<file path="src/rtl/dmem_ctl_pkg.sv">
// ============================================================================
// Module      : dmem_ctl_pkg
// Description : Shared types and default widths for the data-memory run
//               controller.
// Revision    : 1.0 - initial release
// ============================================================================
`default_nettype none

package dmem_ctl_pkg;

  localparam int unsigned c_aw = 8;
  localparam int unsigned c_dw = 8;
  localparam int unsigned c_cw = 16;

  typedef enum logic [2:0] {
    ST_IDLE   = 3'd0,
    ST_LAUNCH = 3'd1,
    ST_RUN    = 3'd2,
    ST_DONE   = 3'd3,
    ST_TOUT   = 3'd4
  } run_state_e;

  // The host owns data memory whenever the core is neither launching nor running.
  function automatic logic host_owns(input run_state_e s);
    return (s == ST_IDLE) || (s == ST_DONE) || (s == ST_TOUT);
  endfunction

endpackage

`default_nettype wire

</file>
<file path="src/rtl/dmem_run_ctrl_if.sv">
// ============================================================================
// Module      : dmem_run_ctrl_if
// Description : Host, core and data-memory signal bundle of the run controller.
// Revision    : 1.0 - initial release
// ============================================================================
`default_nettype none

interface dmem_run_ctrl_if
  import dmem_ctl_pkg::*;
#(
  parameter int unsigned AW = c_aw,
  parameter int unsigned DW = c_dw,
  parameter int unsigned CW = c_cw
);
  logic          host_go;
  logic          host_req;
  logic          host_wr_en;
  logic [AW-1:0] host_addr;
  logic [DW-1:0] host_wdata;
  logic          host_gnt;
  logic          host_rvalid;
  logic [DW-1:0] host_rdata;
  logic          core_start;
  logic          core_halt;
  logic          core_wr_en;
  logic [AW-1:0] core_addr;
  logic [DW-1:0] core_wdata;
  logic [DW-1:0] core_rdata;
  logic          dm_wr_en;
  logic [AW-1:0] dm_addr;
  logic [DW-1:0] dm_wdata;
  logic [DW-1:0] dm_rdata;
  logic          busy;
  logic          done;
  logic          timeout;
  logic [CW-1:0] cycle_count;

  modport slave (
    input  host_go, host_req, host_wr_en, host_addr, host_wdata,
    input  core_halt, core_wr_en, core_addr, core_wdata, dm_rdata,
    output host_gnt, host_rvalid, host_rdata, core_start, core_rdata,
    output dm_wr_en, dm_addr, dm_wdata, busy, done, timeout, cycle_count
  );

  modport master (
    output host_go, host_req, host_wr_en, host_addr, host_wdata,
    output core_halt, core_wr_en, core_addr, core_wdata, dm_rdata,
    input  host_gnt, host_rvalid, host_rdata, core_start, core_rdata,
    input  dm_wr_en, dm_addr, dm_wdata, busy, done, timeout, cycle_count
  );

endinterface

`default_nettype wire

</file>
<file path="src/rtl/run_cycle_counter.sv">
// ============================================================================
// Module      : run_cycle_counter
// Description : Run-length counter with clear/enable and a look-ahead flag
//               that fires on the increment reaching MAX_CYCLES-1.
// Revision    : 1.0 - initial release
// ============================================================================
`default_nettype none

module run_cycle_counter
  import dmem_ctl_pkg::*;
#(
  parameter int unsigned CW         = c_cw,
  parameter int unsigned MAX_CYCLES = 32'h0000_FFF0
) (
  input  logic          CLK,
  input  logic          Reset,
  input  logic          clear,
  input  logic          enable,
  output logic [CW-1:0] count,
  output logic          at_limit
);

  localparam logic [CW-1:0] c_last = CW'(MAX_CYCLES - 1);

  logic [CW-1:0] r_count;
  logic [CW-1:0] w_next;

  assign w_next   = r_count + CW'(1);
  // >= keeps MAX_CYCLES=1 from wrapping: the first increment already hits the limit.
  assign at_limit = enable && (w_next >= c_last);
  assign count    = r_count;

  always_ff @(posedge CLK or posedge Reset) begin
    if (Reset) begin
      r_count <= '0;
    end else if (clear) begin
      r_count <= '0;
    end else if (enable) begin
      r_count <= w_next;
    end
  end

endmodule

`default_nettype wire

</file>
<file path="src/rtl/dmem_run_ctrl.sv">
// ============================================================================
// Module      : dmem_run_ctrl
// Description : Run controller and data-memory owner: host preload/dump while
//               stopped, core start pulse, halt/timeout detection.
// Revision    : 1.0 - initial release
// ============================================================================
`default_nettype none

module dmem_run_ctrl
  import dmem_ctl_pkg::*;
#(
  parameter int unsigned AW         = c_aw,
  parameter int unsigned DW         = c_dw,
  parameter int unsigned CW         = c_cw,
  parameter int unsigned MAX_CYCLES = 32'h0000_FFF0,
  parameter int unsigned START_CYC  = 2
) (
  input  logic           CLK,
  input  logic           Reset,
  dmem_run_ctrl_if.slave bus
);

  localparam int unsigned c_start_w = (START_CYC > 1) ? $clog2(START_CYC) : 1;

  run_state_e           r_state;
  logic [c_start_w-1:0] r_start_cnt;
  logic                 r_core_start;
  logic                 r_busy;
  logic                 r_done;
  logic                 r_timeout;
  logic                 r_host_rvalid;
  logic [DW-1:0]        r_host_rdata;

  logic          w_host_owns;
  logic          w_run;
  logic          w_host_rd;
  logic          w_launch;
  logic          w_cnt_en;
  logic          w_at_limit;
  logic [CW-1:0] w_cycle_count;
  logic          w_host_gnt;
  logic          w_dm_wr_en;
  logic [AW-1:0] w_dm_addr;
  logic [DW-1:0] w_dm_wdata;

  assign w_host_owns = host_owns(r_state);
  assign w_run       = (r_state == ST_RUN);
  assign w_host_rd   = w_host_owns && bus.host_req && !bus.host_wr_en;
  // A pending host access takes priority over a launch request.
  assign w_launch    = w_host_owns && bus.host_go && !bus.host_req;
  assign w_cnt_en    = w_run && !bus.core_halt;

  run_cycle_counter #(
    .CW         (CW),
    .MAX_CYCLES (MAX_CYCLES)
  ) u_run_cycle_counter (
    .CLK      (CLK),
    .Reset    (Reset),
    .clear    (w_launch),
    .enable   (w_cnt_en),
    .count    (w_cycle_count),
    .at_limit (w_at_limit)
  );

  always_comb begin
    w_host_gnt = 1'b0;
    w_dm_wr_en = 1'b0;
    w_dm_addr  = '0;
    w_dm_wdata = '0;
    if (w_host_owns) begin
      w_host_gnt = bus.host_req;
      w_dm_wr_en = bus.host_req && bus.host_wr_en;
      w_dm_addr  = bus.host_req ? bus.host_addr  : '0;
      w_dm_wdata = bus.host_req ? bus.host_wdata : '0;
    end else if (w_run) begin
      w_dm_wr_en = bus.core_wr_en;
      w_dm_addr  = bus.core_addr;
      w_dm_wdata = bus.core_wdata;
    end
  end

  always_ff @(posedge CLK or posedge Reset) begin
    if (Reset) begin
      r_state       <= ST_IDLE;
      r_start_cnt   <= '0;
      r_core_start  <= 1'b0;
      r_busy        <= 1'b0;
      r_done        <= 1'b0;
      r_timeout     <= 1'b0;
      r_host_rvalid <= 1'b0;
      r_host_rdata  <= '0;
    end else begin
      r_host_rvalid <= w_host_rd;
      if (w_host_rd) begin
        r_host_rdata <= bus.dm_rdata;
      end
      case (r_state)
        ST_IDLE, ST_DONE, ST_TOUT: begin
          if (w_launch) begin
            r_state      <= ST_LAUNCH;
            r_start_cnt  <= c_start_w'(START_CYC - 1);
            r_core_start <= 1'b1;
            r_busy       <= 1'b1;
            r_done       <= 1'b0;
            r_timeout    <= 1'b0;
          end
        end
        ST_LAUNCH: begin
          if (r_start_cnt == '0) begin
            r_state      <= ST_RUN;
            r_core_start <= 1'b0;
          end else begin
            r_start_cnt <= r_start_cnt - c_start_w'(1);
          end
        end
        ST_RUN: begin
          if (bus.core_halt) begin
            r_state <= ST_DONE;
            r_busy  <= 1'b0;
            r_done  <= 1'b1;
          end else if (w_at_limit) begin
            r_state   <= ST_TOUT;
            r_busy    <= 1'b0;
            r_timeout <= 1'b1;
          end
        end
        default: begin
          r_state      <= ST_IDLE;
          r_core_start <= 1'b0;
          r_busy       <= 1'b0;
        end
      endcase
    end
  end

  assign bus.host_gnt    = w_host_gnt;
  assign bus.host_rvalid = r_host_rvalid;
  assign bus.host_rdata  = r_host_rdata;
  assign bus.core_start  = r_core_start;
  assign bus.core_rdata  = bus.dm_rdata;
  assign bus.dm_wr_en    = w_dm_wr_en;
  assign bus.dm_addr     = w_dm_addr;
  assign bus.dm_wdata    = w_dm_wdata;
  assign bus.busy        = r_busy;
  assign bus.done        = r_done;
  assign bus.timeout     = r_timeout;
  assign bus.cycle_count = w_cycle_count;

endmodule

`default_nettype wire

</file>
<file path="src/flat_wrapper.sv">
// flat-port wrapper written by rule: the top's interface ports become plain ports
module dmem_run_ctrl_flat import dmem_ctl_pkg::*;
#(
  parameter int unsigned AW         = c_aw,
  parameter int unsigned DW         = c_dw,
  parameter int unsigned CW         = c_cw,
  parameter int unsigned MAX_CYCLES = 32'h0000_FFF0,
  parameter int unsigned START_CYC  = 2
)
  (CLK, Reset, bus_host_go, bus_host_req, bus_host_wr_en, bus_host_addr, bus_host_wdata, bus_core_halt, bus_core_wr_en, bus_core_addr, bus_core_wdata, bus_dm_rdata, bus_host_gnt, bus_host_rvalid, bus_host_rdata, bus_core_start, bus_core_rdata, bus_dm_wr_en, bus_dm_addr, bus_dm_wdata, bus_busy, bus_done, bus_timeout, bus_cycle_count);
  dmem_run_ctrl_if #(.AW(AW), .DW(DW), .CW(CW)) bus_i ();
  input  logic CLK;
  input  logic Reset;
  input wire logic [$bits(bus_i.host_go)-1:0] bus_host_go;
  input wire logic [$bits(bus_i.host_req)-1:0] bus_host_req;
  input wire logic [$bits(bus_i.host_wr_en)-1:0] bus_host_wr_en;
  input wire logic [$bits(bus_i.host_addr)-1:0] bus_host_addr;
  input wire logic [$bits(bus_i.host_wdata)-1:0] bus_host_wdata;
  input wire logic [$bits(bus_i.core_halt)-1:0] bus_core_halt;
  input wire logic [$bits(bus_i.core_wr_en)-1:0] bus_core_wr_en;
  input wire logic [$bits(bus_i.core_addr)-1:0] bus_core_addr;
  input wire logic [$bits(bus_i.core_wdata)-1:0] bus_core_wdata;
  input wire logic [$bits(bus_i.dm_rdata)-1:0] bus_dm_rdata;
  output wire logic [$bits(bus_i.host_gnt)-1:0] bus_host_gnt;
  output wire logic [$bits(bus_i.host_rvalid)-1:0] bus_host_rvalid;
  output wire logic [$bits(bus_i.host_rdata)-1:0] bus_host_rdata;
  output wire logic [$bits(bus_i.core_start)-1:0] bus_core_start;
  output wire logic [$bits(bus_i.core_rdata)-1:0] bus_core_rdata;
  output wire logic [$bits(bus_i.dm_wr_en)-1:0] bus_dm_wr_en;
  output wire logic [$bits(bus_i.dm_addr)-1:0] bus_dm_addr;
  output wire logic [$bits(bus_i.dm_wdata)-1:0] bus_dm_wdata;
  output wire logic [$bits(bus_i.busy)-1:0] bus_busy;
  output wire logic [$bits(bus_i.done)-1:0] bus_done;
  output wire logic [$bits(bus_i.timeout)-1:0] bus_timeout;
  output wire logic [$bits(bus_i.cycle_count)-1:0] bus_cycle_count;
  assign bus_i.host_go = bus_host_go;
  assign bus_i.host_req = bus_host_req;
  assign bus_i.host_wr_en = bus_host_wr_en;
  assign bus_i.host_addr = bus_host_addr;
  assign bus_i.host_wdata = bus_host_wdata;
  assign bus_i.core_halt = bus_core_halt;
  assign bus_i.core_wr_en = bus_core_wr_en;
  assign bus_i.core_addr = bus_core_addr;
  assign bus_i.core_wdata = bus_core_wdata;
  assign bus_i.dm_rdata = bus_dm_rdata;
  assign bus_host_gnt = bus_i.host_gnt;
  assign bus_host_rvalid = bus_i.host_rvalid;
  assign bus_host_rdata = bus_i.host_rdata;
  assign bus_core_start = bus_i.core_start;
  assign bus_core_rdata = bus_i.core_rdata;
  assign bus_dm_wr_en = bus_i.dm_wr_en;
  assign bus_dm_addr = bus_i.dm_addr;
  assign bus_dm_wdata = bus_i.dm_wdata;
  assign bus_busy = bus_i.busy;
  assign bus_done = bus_i.done;
  assign bus_timeout = bus_i.timeout;
  assign bus_cycle_count = bus_i.cycle_count;
  dmem_run_ctrl #(.AW(AW), .DW(DW), .CW(CW), .MAX_CYCLES(MAX_CYCLES), .START_CYC(START_CYC)) u_core (.CLK(CLK), .Reset(Reset), .bus(bus_i));
endmodule
</file>
<file path="config.mk">
export PLATFORM = sky130hd
export DESIGN_NAME = dmem_run_ctrl_flat
export DESIGN_NICKNAME = d
export VERILOG_FILES = /design/src/rtl/dmem_ctl_pkg.sv /design/src/rtl/dmem_run_ctrl_if.sv /design/src/rtl/run_cycle_counter.sv /design/src/rtl/dmem_run_ctrl.sv /design/src/flat_wrapper.sv
export SDC_FILE = /design/constraint.sdc
export NUM_CORES = 1
export LEC_CHECK = 0
export CELL_PAD_IN_SITES_DETAIL_PLACEMENT = 1
export CELL_PAD_IN_SITES_GLOBAL_PLACEMENT = 2
export CORE_MARGIN = 2
export CORE_UTILIZATION = 20
export DETAILED_ROUTE_END_ITERATION = 10
export PLACE_DENSITY = 0.75
export SYNTH_ARGS = -nofsm -noshare
export SYNTH_HDL_FRONTEND = slang
export SYNTH_SLANG_ARGS = --single-unit
export TNS_END_PERCENT = 50
</file>
<file path="constraint.sdc">
create_clock -name CLK -period 1.65 [get_ports CLK]
set_input_delay 0.33 -clock CLK [delete_from_list [all_inputs] [get_ports CLK]]
set_output_delay 0.33 -clock CLK [all_outputs]
set_load 0.05 [all_outputs]
</file>
Fig. 1: run 1, signal metal coverage by tile
21 x 21 tiles, from dark purple (low) to yellow (high), scaled to the fullest tile. Values are wire area over tile area, all layers added.
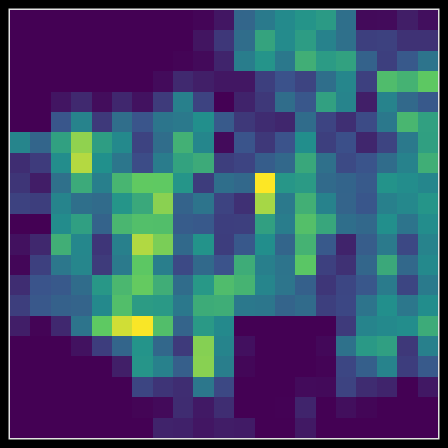
tiles over half the peak	18%
densest ninth of the die	center
nearly empty tiles	24%
emptiest ninth of the die	upper left
wire per inst: 16.11 um
total global routing track utilization: 0.1462
Total Wirelength: 8198 um

Fig. 2: run 1, clock routing
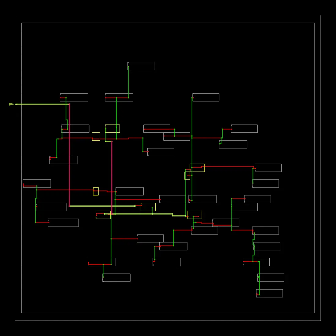
clock skew after layout: 0.006190 ns
Clock buffer cells: 5
flip-flop and latch count: 33

Fig. 3: run 1, local utilization
Scale bar: 20 um. 11 x 11 tiles, from dark purple (low) to yellow (high), 0 to 100% covered.
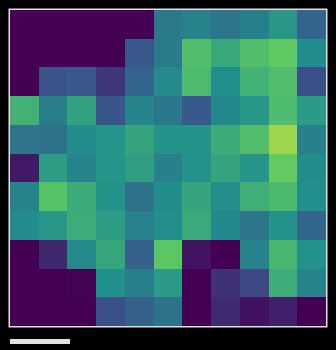
mean over tiles	39%
emptiest ninth of the die	upper left
densest ninth of the die	middle right
fraction of the core area occupied by cells at floorplan: 0.2037
Core Footprint: 10,230 um^2
Util after Layout: 0.4418

==> summary.log, run 1 <==
qor: pwr.comb_pwr 4.68 mW
qor: layout.filler_cell_count 1,098
qor: setup_path.classification_of_the_worst_setup_path reg2out
qor: detailed_routing.route.vias.total 2,384
qor: hold_path.timing.hold.worst.class in2async
qor: cts.tritoncts.num_buffers 5
qor: pwr.vdd.ir_drop.worst 0.0007871 V
qor: setup_path.worst-endpoint-arrival 1.73 ns
qor: synth.synth_simple_gate_area_share 0.1927
qor: final_timing.hold_viol_final 0
qor: floorplan.io_pins 102
qor: final_timing.slew_headroom 0.7334
qor: floorplan.placementRows 37
qor: setup_path.r2r_setup_slack -0.28 ns
qor: setup_path.worst_r2r_startpoint u_core.r_state[1]$_DFFE_PP0P_
qor: layout.final_common_cell buf_4
qor: cts.clockBufferDepth 2
qor: layout.flip_flop_count_of_the_largest_register_after_layout 16
qor: synth.aoi_share 0.2575
qor: status.status finished, violations left
qor: pwr.power-per-cell-area 1444 nW/um^2
qor: global_routing.grt_start_max_net_pins 34
qor: synth.synthesis.nets 276
qor: synth.top_post_synthesis_cells_by_area dfrtp_1, a22o_1, o21ai_0
qor: cts.clock-root-buffer clkbuf_8
qor: synth.synth-xor-area-share 0.008403
qor: detailed_routing.vias_per_cell 4.684
qor: pwr.comb_power_share 0.717
qor: cts.cts.sink_count 33
qor: layout.area_delta_synth_final 116.9%
qor: flow_run.maxCapViolations 0
qor: synth.yosys.stat.chipArea 2084 um^2
qor: pwr.leakage 1.942 nW
qor: cts.clk_pin_slew 0.08 ns
qor: final_timing.worst_pin_slew 0.3962 ns
qor: status.violated_checks setup timing
qor: synth.synthCells 227
qor: layout.layout-drive-gt1-share 0.5442
qor: global_routing.overflow 0
qor: cts.htree_levels 2
qor: synth.enable_flop_cells 0
qor: synth.top_area_cell dfrtp_1
qor: pwr.p_clk 0.633 mW
qor: pwr.p_seq_frac 0.186
qor: layout.most-common-layout-cells buf_4, clkdlybuf4s50_1, buf_12
qor: synth.synth-async-reset-ratio 1.000
qor: final_timing.fmax 486.1 MHz
qor: final_timing.finalSetupTns -8.278 ns
qor: synth.yosys.area_share.adder 0.01200
qor: cts.cts_tree done
qor: layout.logic_area 1413 um^2
qor: synth.synth.distinct_cells 48
qor: final_timing.slew_viol_final 0
qor: setup_path.timing.critical_path.to bus_dm_addr[4]
qor: global_routing.via_count_of_the_first_global_routing_pass 2,598
qor: setup_path.crit_end_element primary output
qor: pwr.total_power 6.529 mW
qor: synth.synth_top_area_share 0.3962
qor: layout.diodes 0
qor: layout.final_nets 421
qor: flow_run.total_number_of_warnings_across_the_stage_logs 30
qor: layout.seq_area 848.3 um^2
qor: detailed_routing.drt.antenna.violating_nets 0
qor: floorplan.die_width 106.1 um
qor: setup_path.worst-r2r-cell-count 6
qor: cts.worst_skew_pair.late_latency 0.29 ns
qor: detailed_routing.drt_drc_violations_left 0
qor: final_timing.setup_viol 27
qor: synth.netlist_area 2084 um^2
qor: placement.placement.io_buffers 101
qor: cts.cts_hold_buf 0
qor: setup_path.critPathLaunchType register
qor: pwr.total_switching_power 2.982 mW
qor: pwr.powerSeq 1.21 mW
qor: pwr.power.share.switching 0.4568
qor: detailed_routing.drt_pre_antenna_iters 4
qor: final_timing.rsz0062_at_grt true
qor: synth.synth.logic.top_family AND-OR/OR-AND gates
qor: synth.mux_share 0.04802
qor: synth.flop_cell dfrtp_1
qor: global_routing.grt_antenna_before_repair 0
qor: final_timing.timing.final.crit_share 1.247
qor: setup_path.critical_path.startpoint u_core.r_state[1]$_DFFE_PP0P_
qor: placement.place_ws -0.2032 ns
qor: setup_path.reg2reg_to u_core.bus.host_rdata[2]$_DFFE_PP0P_
qor: synth.yosys_cells 227
qor: pwr.power_frac_clock 0.097
qor: synth.ys_seq_elements 33
qor: setup_path.cp_data_required_time 1.32 ns
qor: synth.syn_area_per_cell 9.183 um^2
qor: placement.gpl.final_weighted_congestion 0.7535
qor: pwr.cellInternalPower 3.547 mW
qor: final_timing.postLayoutSetupSlackWorst -0.4071 ns
qor: placement.dpl.hpwl 6146 um
qor: floorplan.floorplan.die.height 106.1 um
qor: synth.yosysSeqAreaShare 0.3962
qor: detailed_routing.drtIter0Drc 67
qor: setup_path.crit_path_max_fanout 5
qor: final_timing.fin_crit 2.057 ns
qor: floorplan.chipArea 11,260 um^2
qor: pwr.largestPowerGroup combinational logic
qor: global_routing.grt_first_pass_wirelength 13,440 um
qor: synth.synthesis.yosys.warnings 0
[run 1: cells in the mapped netlist, drive strengths merged, types with 2 or more instances]
library cell,number
a22o,18
nor3,2
o41ai,2
mux2,8
inv,4
nand2b,2
buf,23
o31ai,5
nor4,4
dfrtp,33
nand4,6
clkbuf,3
and3,3
a31oi,6
or3,2
nand3,9
a21oi,7
nor3b,2
nor2b,3
o22ai,3
nand3b,4
nor2,13
o21ai,29
ha,2
nand2,19
[run 1: final cells by class]
| cell class | count | area share |
|---|---|---|
| clock buffers | 5 | 0.01522 |
| multi-input cells | 164 | 0.3125 |
| flip-flops and latches | 33 | 0.1877 |
| well taps | 136 | 0.03764 |
| inverters | 4 | 0.003321 |
| repair buffers | 164 | 0.4398 |
| clock inverters | 3 | 0.003875 |
[run 1: repair_timing]
item / in CTS / in global routing
cloned: 2 / 1
setup buffers: 3 / 2
endpoints found under the hold margin: 0 / 0
pin swaps: 12 / 6
gates resized: 32 / 32
setup endpoints to repair: 42 / 46
[run 1: metal layers]
metal	vias to the layer above	track usage	routed length [um]
met3	6	0.02882	455
met2	81	0.2581	4176
met5	-	0	0
met4	0	0.03289	91
li1	1130	-	-
met1	1167	0.1841	3475
[run 1: worst max-delay path, stage by stage (launching register included)]
cell     delay (ns)
dfrtp_1        0.43
or2_4          0.27
nand2_2        0.06
and2_4         0.22
buf_12         0.13
a22o_1         0.16
buf_12         0.14
[run 1: per-stage QoR]
step           area (um^2)  hold slack [ns]  std cells
2_1_floorplan         2310           0.4582        227
3_3_place_gp          4143           0.4778        494
3_5_place_dp          4143           0.4771        494
4_1_cts               4365           0.3854        507
5_1_grt               4521           0.4071        509
6_report              4521           0.3810        509
==> inputs of run 2 (changes only) <==
- PLACE_DENSITY: 0.75 -> default
- PLACE_DENSITY_LB_ADDON: default -> 0.25
Fig. 4: run 2, clock routing
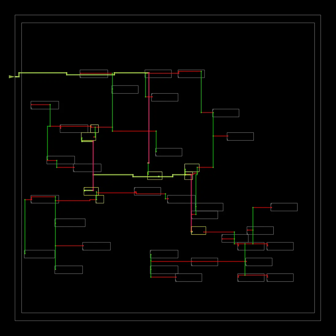
power attributed to the clock group: 0.657 mW
number of clock buffers inserted by TritonCTS: 5
source-to-sink clock delay at the later pin of the worst-skew pair: 0.29 ns
clock skew after layout: 0.003978 ns
number of clock sinks: 33

Fig. 5: run 2, sequential cells grouped by signal name
Scale bar: 20 um.
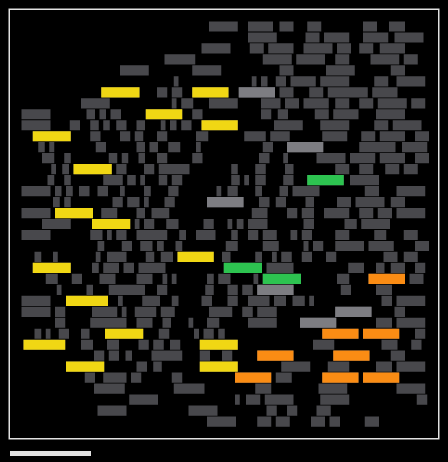
color	name in the netlist	flops
green	u_core.r_state	3
orange	u_core.bus.host_rdata	8
yellow	u_core.u_run_cycle_counter.count	16
Seq group: 1.21 mW
Seq area share: 0.1832
combined flip-flop and latch cell area: 848.3 um^2
Util after Layout: 0.4525

==> run 2 against run 1 <==
Against the previous run:
- the flow still finishes with violations (setup timing)
- cell count is 0.39% higher
- fmax rose by 1.4%
- critical path type unchanged
- design area increased by 2.4%
- critical endpoint is now bus_dm_wr_en
- routed wire length fell by 2.8%
- die area stayed put
- sequential power is essentially flat
- hold slack improved by 0.018 ns
- first-iteration DRC count down 37%
- sequential cell count unchanged
- highest routed layer unchanged
- global-route usage decreased by 0.59 points
- power up 1.5%
- clock skew is 0.0022 ns lower
==> summary.log, run 2 <==
qor: status.status finished, violations left [unchanged]
qor: status.violated_checks setup timing [unchanged]
qor: pwr.power.share.switching 0.4521 [was 0.4568]
qor: placement.dpl.hpwl 5862 um [was 6146 um]
qor: synth.top_post_synthesis_cells_by_area dfrtp_1, a22o_1, o21ai_0 [unchanged]
qor: setup_path.reg2reg_to u_core.bus.busy$_DFFE_PP0P_ [was u_core.bus.host_rdata[2]$_DFFE_PP0P_]
qor: flow_run.total_number_of_warnings_across_the_stage_logs 30 [unchanged]
qor: synth.ys_top_cells_by_count dfrtp_1, o21ai_0, nand2_1, a22o_1, nor2_1 [unchanged]
qor: pwr.cellInternalPower 3.630 mW [was 3.547 mW]
qor: layout.final_common_cell buf_4 [unchanged]
qor: layout.area_delta_synth_final 122.1% [was 116.9%]
qor: final_timing.setup_viol 43 [was 27]
qor: detailed_routing.detailroute.wirelength.met2 4014 um [was 4176 um]
qor: detailed_routing.drt_drc_violations_left 0 [unchanged]
qor: synth.mux_share 0.04802 [unchanged]
qor: synth.synth_simple_gate_area_share 0.1927 [unchanged]
qor: global_routing.grtUsageTotal 0.1404 [was 0.1462]
qor: setup_path.crit_path_max_fanout 5 [unchanged]
qor: synth.flop_cell dfrtp_1 [unchanged]
qor: global_routing.grt_first_pass_wirelength 12,710 um [was 13,440 um]
qor: setup_path.cp.depth 6 [unchanged]
qor: synth.yosys.stat.chipArea 2084 um^2 [unchanged]
qor: detailed_routing.drtIter0Drc 42 [was 67]
qor: floorplan.chipArea 11,260 um^2 [unchanged]
qor: synth.enable_flop_cells 0 [unchanged]
qor: final_timing.postLayoutSetupSlackWorst -0.3797 ns [was -0.4071 ns]
qor: detailed_routing.wl_met3 428 um [was 455 um]
qor: global_routing.gr-usage-met1 0.1726 [was 0.1841]
qor: layout.most-common-layout-cells buf_4, buf_12, clkdlybuf4s50_1 [was buf_4, clkdlybuf4s50_1, buf_12]
qor: pwr.comb_power_share 0.718 [was 0.717]
qor: setup_path.worst-endpoint-arrival 1.70 ns [was 1.73 ns]
qor: pwr.leakage 1.952 nW [was 1.942 nW]
qor: synth.synth-xor-area-share 0.008403 [unchanged]
qor: global_routing.grt_antenna_before_repair 0 [unchanged]
qor: synth.aoi_share 0.2575 [unchanged]
qor: synth.synthesis.yosys.warnings 0 [unchanged]
qor: synth.synth.logic.top_family AND-OR/OR-AND gates [unchanged]
qor: placement.numPlacedInstances 494 [unchanged]
qor: layout.flip_flop_count_of_the_largest_register_after_layout 16 [unchanged]
qor: final_timing.fmax 492.7 MHz [was 486.1 MHz]
qor: detailed_routing.vias_per_cell 4.650 [was 4.684]
qor: final_timing.hold_viol_final 0 [unchanged]
qor: setup_path.timing.critical_path.to bus_dm_wr_en [was bus_dm_addr[4]]
qor: detailed_routing.route.vias.total 2,376 [was 2,384]
qor: flow_run.maxCapViolations 0 [unchanged]
qor: synth.ys_seq_elements 33 [unchanged]
qor: placement.gpl.final_weighted_congestion 0.7851 [was 0.7535]
qor: global_routing.via_count_of_the_first_global_routing_pass 2,451 [was 2,598]
qor: detailed_routing.routed_wl 7967 um [was 8198 um]
qor: layout.final_nets 423 [was 421]
qor: detailed_routing.routed_metal_1_wirelength 3440 um [was 3475 um]
qor: setup_path.critPathTopFamily simple AND/OR/NAND/NOR gates [unchanged]
qor: synth.synthCells 227 [unchanged]
qor: setup_path.critical_path_buf_inv_count 2 [unchanged]
qor: cts.htree_levels 2 [unchanged]
qor: final_timing.fin_crit 2.030 ns [was 2.057 ns]
qor: synth.synth_top_cell_by_count dfrtp_1 [unchanged]
qor: cts.cts_tree done [unchanged]
qor: layout.diodes 0 [unchanged]
qor: final_timing.slew_headroom 0.7055 [was 0.7334]
qor: global_routing.use_met2 0.2498 [was 0.2581]
qor: setup_path.worst_r2r_startpoint u_core.u_run_cycle_counter.count[1]$_DFFE_PP0P_ [was u_core.r_state[1]$_DFFE_PP0P_]
qor: synth.synth-async-reset-ratio 1.000 [unchanged]
qor: cts.clk_pin_slew 0.08 ns [about the same]
qor: cts.clockBufferDepth 2 [unchanged]
qor: final_timing.rsz0062_at_grt true [unchanged]
qor: synth.yosysSeqAreaShare 0.3962 [unchanged]
qor: setup_path.classification_of_the_worst_setup_path reg2out [unchanged]
qor: setup_path.worst-r2r-cell-count 7 [was 6]
qor: placement.placement.io_buffers 101 [unchanged]
qor: setup_path.r2r_setup_slack -0.11 ns [was -0.28 ns]
qor: global_routing.global_routing_s_busiest_layer met2 [unchanged]
qor: setup_path.critical_path.startpoint u_core.r_state[0]$_DFFE_PP0P_ [was u_core.r_state[1]$_DFFE_PP0P_]
qor: setup_path.critPathLaunchType register [unchanged]
qor: pwr.power-per-cell-area 1431 nW/um^2 [was 1444 nW/um^2]
qor: floorplan.initCoreUtil 0.2037 [unchanged]
qor: setup_path.cpMostUsedCell buf_12 [unchanged]
qor: setup_path.crit_end_element primary output [unchanged]
qor: floorplan.io_pins 102 [unchanged]
qor: final_timing.timing.final.crit_share 1.230 [was 1.247]
qor: synth.synth.distinct_cells 48 [unchanged]
qor: final_timing.slew_viol_final 0 [unchanged]
qor: floorplan.placementRows 37 [unchanged]
qor: hold_path.timing.hold.worst.class in2async [unchanged]
qor: floorplan.core_footprint 10,230 um^2 [unchanged]
qor: layout.layout-drive-gt1-share 0.5573 [was 0.5442]
qor: synth.yosys.area_share.adder 0.01200 [unchanged]
qor: synth.syn_area_per_cell 9.183 um^2 [unchanged]
qor: cts.cts_hold_buf 0 [unchanged]
qor: layout.layout.cells.non_filler 511 [was 509]
qor: setup_path.critical_path.cell_chain or2_4, nand2_2, and2_4, buf_12, a22o_1, buf_12 [unchanged]
qor: synth.yosys_cells 227 [unchanged]
qor: setup_path.worst_path_max_delay_cell dfrtp_1 [unchanged]
qor: pwr.vdd.ir_drop.worst 0.0007595 V [was 0.0007871 V]
qor: global_routing.use_met3 0.03066 [was 0.02882]
qor: synth.synth_top_area_share 0.3962 [unchanged]
qor: floorplan.die_width 106.1 um [unchanged]
qor: pwr.power_frac_clock 0.099 [was 0.097]
qor: global_routing.overflow 0 [unchanged]
qor: synth.netlist_area 2084 um^2 [unchanged]
-- run 2: repair_timing --
item	in CTS	in global routing
gates resized	46	33
endpoints found under the setup margin	42	47
hold endpoints to repair	0	0
pin swaps	10	15
cloned	1	1
setup buffers	6	1
-- run 2: cells by family after synthesis --
group           count (synthesis)
flops                          33
buf+inv                        30
simple gates                   71
xor+xnor                        2
mux                             9
fa+ha+maj                       2
compound gates                 80
-- run 2: layout make-up --
class | count | area, um^2
timing repair buffer | 166 | 2033
sequential | 33 | 848.3
multi-input combinational | 164 | 1471
inverter | 4 | 15.01
clock buffer | 5 | 68.82
tap | 136 | 170.2
fill | 1087 | 5602
clock inverter | 3 | 22.52
-- run 2: worst reg2reg max path, stage by stage (launching register included) --
cell and delay [ns]:
dfrtp_4 0.53, ha_4 0.20, nand3_2 0.06, o31ai_2 0.06
a221oi_2 0.27, nand4_1 0.21, buf_4 0.19, a2bb2oi_2 0.12
-- run 2: power by group through the flow --
stage,combinational (mW),clock [mW],sequential (mW)
6_report,4.76,0.657,1.21
5_1_grt,5.01,0.710,1.25
4_1_cts,4.60,0.687,1.21
3_5_place_dp,4.31,0,1.22
3_3_place_gp,4.28,0,1.21
2_1_floorplan,1.95,0,1.76
-- run 2: stage by stage --
stage | power (mW) | hold slack, ns | instance area, um^2 | worst slack, ns
4_1_cts | 6.497 | 0.4140 | 4451 | -0.4204
2_1_floorplan | 3.706 | 0.4582 | 2310 | -0.2496
3_3_place_gp | 5.487 | 0.4738 | 4155 | -0.2767
6_report | 6.625 | 0.3989 | 4629 | -0.3797
3_5_place_dp | 5.532 | 0.4892 | 4155 | -0.2944
5_1_grt | 6.967 | 0.4242 | 4629 | -0.4581
==> inputs of run 3 (changes only) <==
- CTS_CLUSTER_SIZE: default -> 10
Fig. 6: run 3, sequential cells grouped by signal name
Scale bar: 20 um.
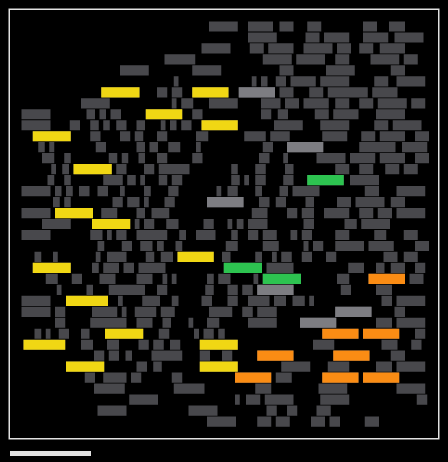
color	name in the netlist	flops
orange	u_core.bus.host_rdata	8
yellow	u_core.u_run_cycle_counter.count	16
green	u_core.r_state	3
not colored	6

Fig. 7: run 3, routed metal, one color a layer
Only two layers are drawn.
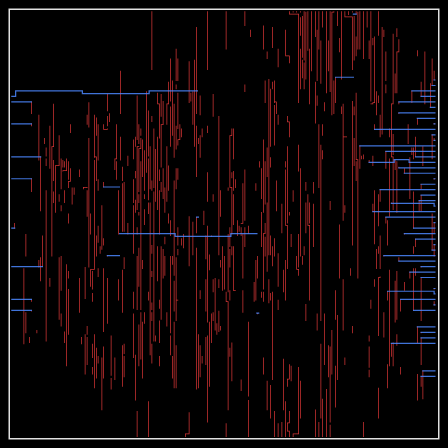
color	layer	wire length
red	metal 2	4,010 um
blue	metal 3	428 um
DR vias: 2,376
Total Wirelength: 7967 um
wire per inst: 15.59 um

==> run 3 against run 2 <==
Against the previous run:
- the flow still finishes with violations (setup timing)
- routed wire length did not move
- die area did not move
- synthesized area did not move
- clock skew did not move
- sequential cell count did not move
- design area did not move
- largest cell class unchanged
- register-to-register slack barely moved
- fmax did not move
- sequential power barely moved
- clock power barely moved
==> summary.log, run 3 <==
qor: synth.netlist_area 2084 um^2 [unchanged]
qor: cts.cts-resized-gates 46 [unchanged]
qor: placement.dpl.hpwl 5862 um [unchanged]
qor: cts.cts.sink_count 33 [unchanged]
qor: placement.gpl.final_weighted_congestion 0.7851 [unchanged]
qor: final_timing.rsz0062_at_grt true [unchanged]
qor: pwr.total_switching_power 2.995 mW [unchanged]
qor: cts.clk_pin_slew 0.08 ns [about the same]
qor: floorplan.initCoreUtil 0.2037 [unchanged]
qor: pwr.powerSeq 1.21 mW [about the same]
qor: pwr.vdd.ir_drop.worst 0.0007595 V [unchanged]
qor: synth.enable_flop_cells 0 [unchanged]
qor: hold_path.timing.hold.worst.class in2async [unchanged]
qor: pwr.comb_power_share 0.718 [about the same]
qor: flow_run.total_number_of_warnings_across_the_stage_logs 30 [unchanged]
qor: global_routing.overflow 0 [unchanged]
qor: pwr.total_power 6.625 mW [unchanged]
qor: cts.clock-root-buffer clkbuf_8 [unchanged]
qor: floorplan.die_width 106.1 um [unchanged]
qor: synth.syn_area_per_cell 9.183 um^2 [unchanged]
qor: status.status finished, violations left [unchanged]
qor: floorplan.placementRows 37 [unchanged]
qor: placement.placed_cell_area 4155 um^2 [unchanged]
qor: pwr.power_frac_clock 0.099 [about the same]
qor: setup_path.critPathLaunchType register [unchanged]
qor: floorplan.io_pins 102 [unchanged]
qor: placement.placement.io_buffers 101 [unchanged]
qor: final_timing.timing.final.crit_share 1.230 [unchanged]
qor: layout.logic_area 1471 um^2 [unchanged]
qor: floorplan.chipArea 11,260 um^2 [unchanged]
qor: pwr.power.share.switching 0.4521 [unchanged]
qor: layout.seq_area 848.3 um^2 [unchanged]
qor: layout.diodes 0 [unchanged]
qor: global_routing.grt_antenna_before_repair 0 [unchanged]
qor: layout.final_common_cell buf_4 [unchanged]
qor: final_timing.setup_viol 43 [unchanged]
qor: placement.numPlacedInstances 494 [unchanged]
qor: layout.final_nets 423 [unchanged]
qor: final_timing.fin_crit 2.030 ns [unchanged]
qor: setup_path.crit_path_max_fanout 5 [unchanged]
qor: synth.synthCells 227 [unchanged]
qor: layout.layout.cells.non_filler 511 [unchanged]
qor: setup_path.classification_of_the_worst_setup_path reg2out [unchanged]
qor: pwr.comb_pwr 4.76 mW [about the same]
qor: floorplan.floorplan.die.height 106.1 um [unchanged]
qor: layout.most-common-layout-cells buf_4, buf_12, clkdlybuf4s50_1 [unchanged]
qor: setup_path.crit_end_element primary output [unchanged]
qor: detailed_routing.vias_per_cell 4.650 [unchanged]
qor: final_timing.fmax 492.7 MHz [unchanged]
qor: global_routing.grtUsageTotal 0.1404 [unchanged]
qor: cts.htree_levels 2 [unchanged]
qor: flow_run.maxCapViolations 0 [unchanged]
qor: layout.layout-drive-gt1-share 0.5573 [unchanged]
qor: layout.filler_cell_count 1,087 [unchanged]
qor: status.violated_checks setup timing [unchanged]
qor: synth.top_area_cell dfrtp_1 [unchanged]
qor: setup_path.worst-endpoint-arrival 1.70 ns [about the same]
qor: layout.fin_area 4629 um^2 [unchanged]
qor: layout.final_util 0.4525 [unchanged]
qor: layout.flip_flop_count_of_the_largest_register_after_layout 16 [unchanged]
qor: global_routing.grt_start_max_net_pins 34 [unchanged]
qor: final_timing.skew 0.003978 ns [unchanged]
qor: final_timing.hold_viol_final 0 [unchanged]
qor: setup_path.cp_data_required_time 1.32 ns [about the same]
qor: pwr.cellInternalPower 3.630 mW [unchanged]
qor: pwr.leakage 1.952 nW [unchanged]
qor: detailed_routing.drt_drc_violations_left 0 [unchanged]
qor: global_routing.grt_first_pass_wirelength 12,710 um [unchanged]
qor: synth.synth_top_cell_by_count dfrtp_1 [unchanged]
qor: pwr.p_clk 0.657 mW [about the same]
qor: cts.worst_skew_pair.late_latency 0.29 ns [about the same]
qor: floorplan.core_footprint 10,230 um^2 [unchanged]
qor: final_timing.worst_pin_slew 0.4377 ns [unchanged]
qor: synth.ys_top_cells_by_count dfrtp_1, o21ai_0, nand2_1, a22o_1, nor2_1 [unchanged]
qor: synth.synth_top_area_share 0.3962 [unchanged]
qor: placement.place_ws -0.2944 ns [unchanged]
qor: pwr.p_seq_frac 0.182 [about the same]
qor: cts.post_cts.repair.setup_buffers 6 [unchanged]
qor: synth.synthesis.nets 276 [unchanged]
qor: synth.flop_cell dfrtp_1 [unchanged]
qor: final_timing.postLayoutSetupSlackWorst -0.3797 ns [unchanged]
qor: final_timing.slew_viol_final 0 [unchanged]
qor: final_timing.finalSetupTns -7.493 ns [unchanged]
qor: detailed_routing.drt.antenna.violating_nets 0 [unchanged]
qor: final_timing.hold_ws 0.3989 ns [unchanged]
qor: synth.yosys.stat.chipArea 2084 um^2 [unchanged]
qor: cts.cts_hold_buf 0 [unchanged]
qor: cts.clockBufferDepth 2 [unchanged]
qor: synth.synth.distinct_cells 48 [unchanged]
qor: final_timing.slew_headroom 0.7055 [unchanged]
qor: detailed_routing.drt_pre_antenna_iters 4 [unchanged]
qor: synth.yosysSeqAreaShare 0.3962 [unchanged]
## run 3: metal layers
layer  GRT usage  vias up  wire length [um]
li1            -     1139                 -
met1      0.1726     1164              3440
met2      0.2498       64              4014
met3     0.03066        9               428
met4     0.03289        0                83
met5           0        -                 0
## run 3: worst max-delay path, stage by stage, from the launching register on
cell	delay [ns]
dfrtp_1	0.42
or2_4	0.27
nand2_2	0.07
and2_4	0.21
buf_12	0.13
a22o_1	0.16
buf_12	0.14
## run 3: kinds of logic (layout without fill, tap and decap cells)
family                   Yosys count  count (layout)  synth area share
adder cells (fa/ha/maj)            2               2           0.01200
buffers and inverters             30             178           0.08523
XOR/XNOR                           2               2          0.008405
multiplexers                       9               9           0.04802
AND/OR/NAND/NOR                   71              71            0.1927
AND-OR/OR-AND                     80              80            0.2575
flip-flops                        33              33            0.3962
## run 3: layout make-up
cell class,instances,area share
flip-flops and latches,33,0.1832
clock inverters,3,0.004865
well taps,136,0.03676
repair buffers,166,0.4392
inverters,4,0.003243
clock buffers,5,0.01486
multi-input cells,164,0.3178
## run 3: final timing paths
check	startpoint	to	slack (ns)	depth (start not counted)
worst max register to register	u_core.u_run_cycle_counter.count[1]$_DFFE_PP0P_	u_core.bus.busy$_DFFE_PP0P_	-0.11	7
worst max-delay path	u_core.r_state[0]$_DFFE_PP0P_	bus_dm_wr_en	-0.38	6
worst min register to register	u_core.bus.timeout$_DFFE_PP0P_	u_core.bus.timeout$_DFFE_PP0P_	0.49	2
min in group CLK	u_core.bus.timeout$_DFFE_PP0P_	u_core.bus.timeout$_DFFE_PP0P_	0.49	2
worst min-delay path	Reset	u_core.bus.host_rdata[1]$_DFFE_PP0P_	0.40	3
max in group asynchronous	Reset	u_core.u_run_cycle_counter.count[1]$_DFFE_PP0P_	1.05	3
No activity file was given, so power comes from the tool's default toggle rates.
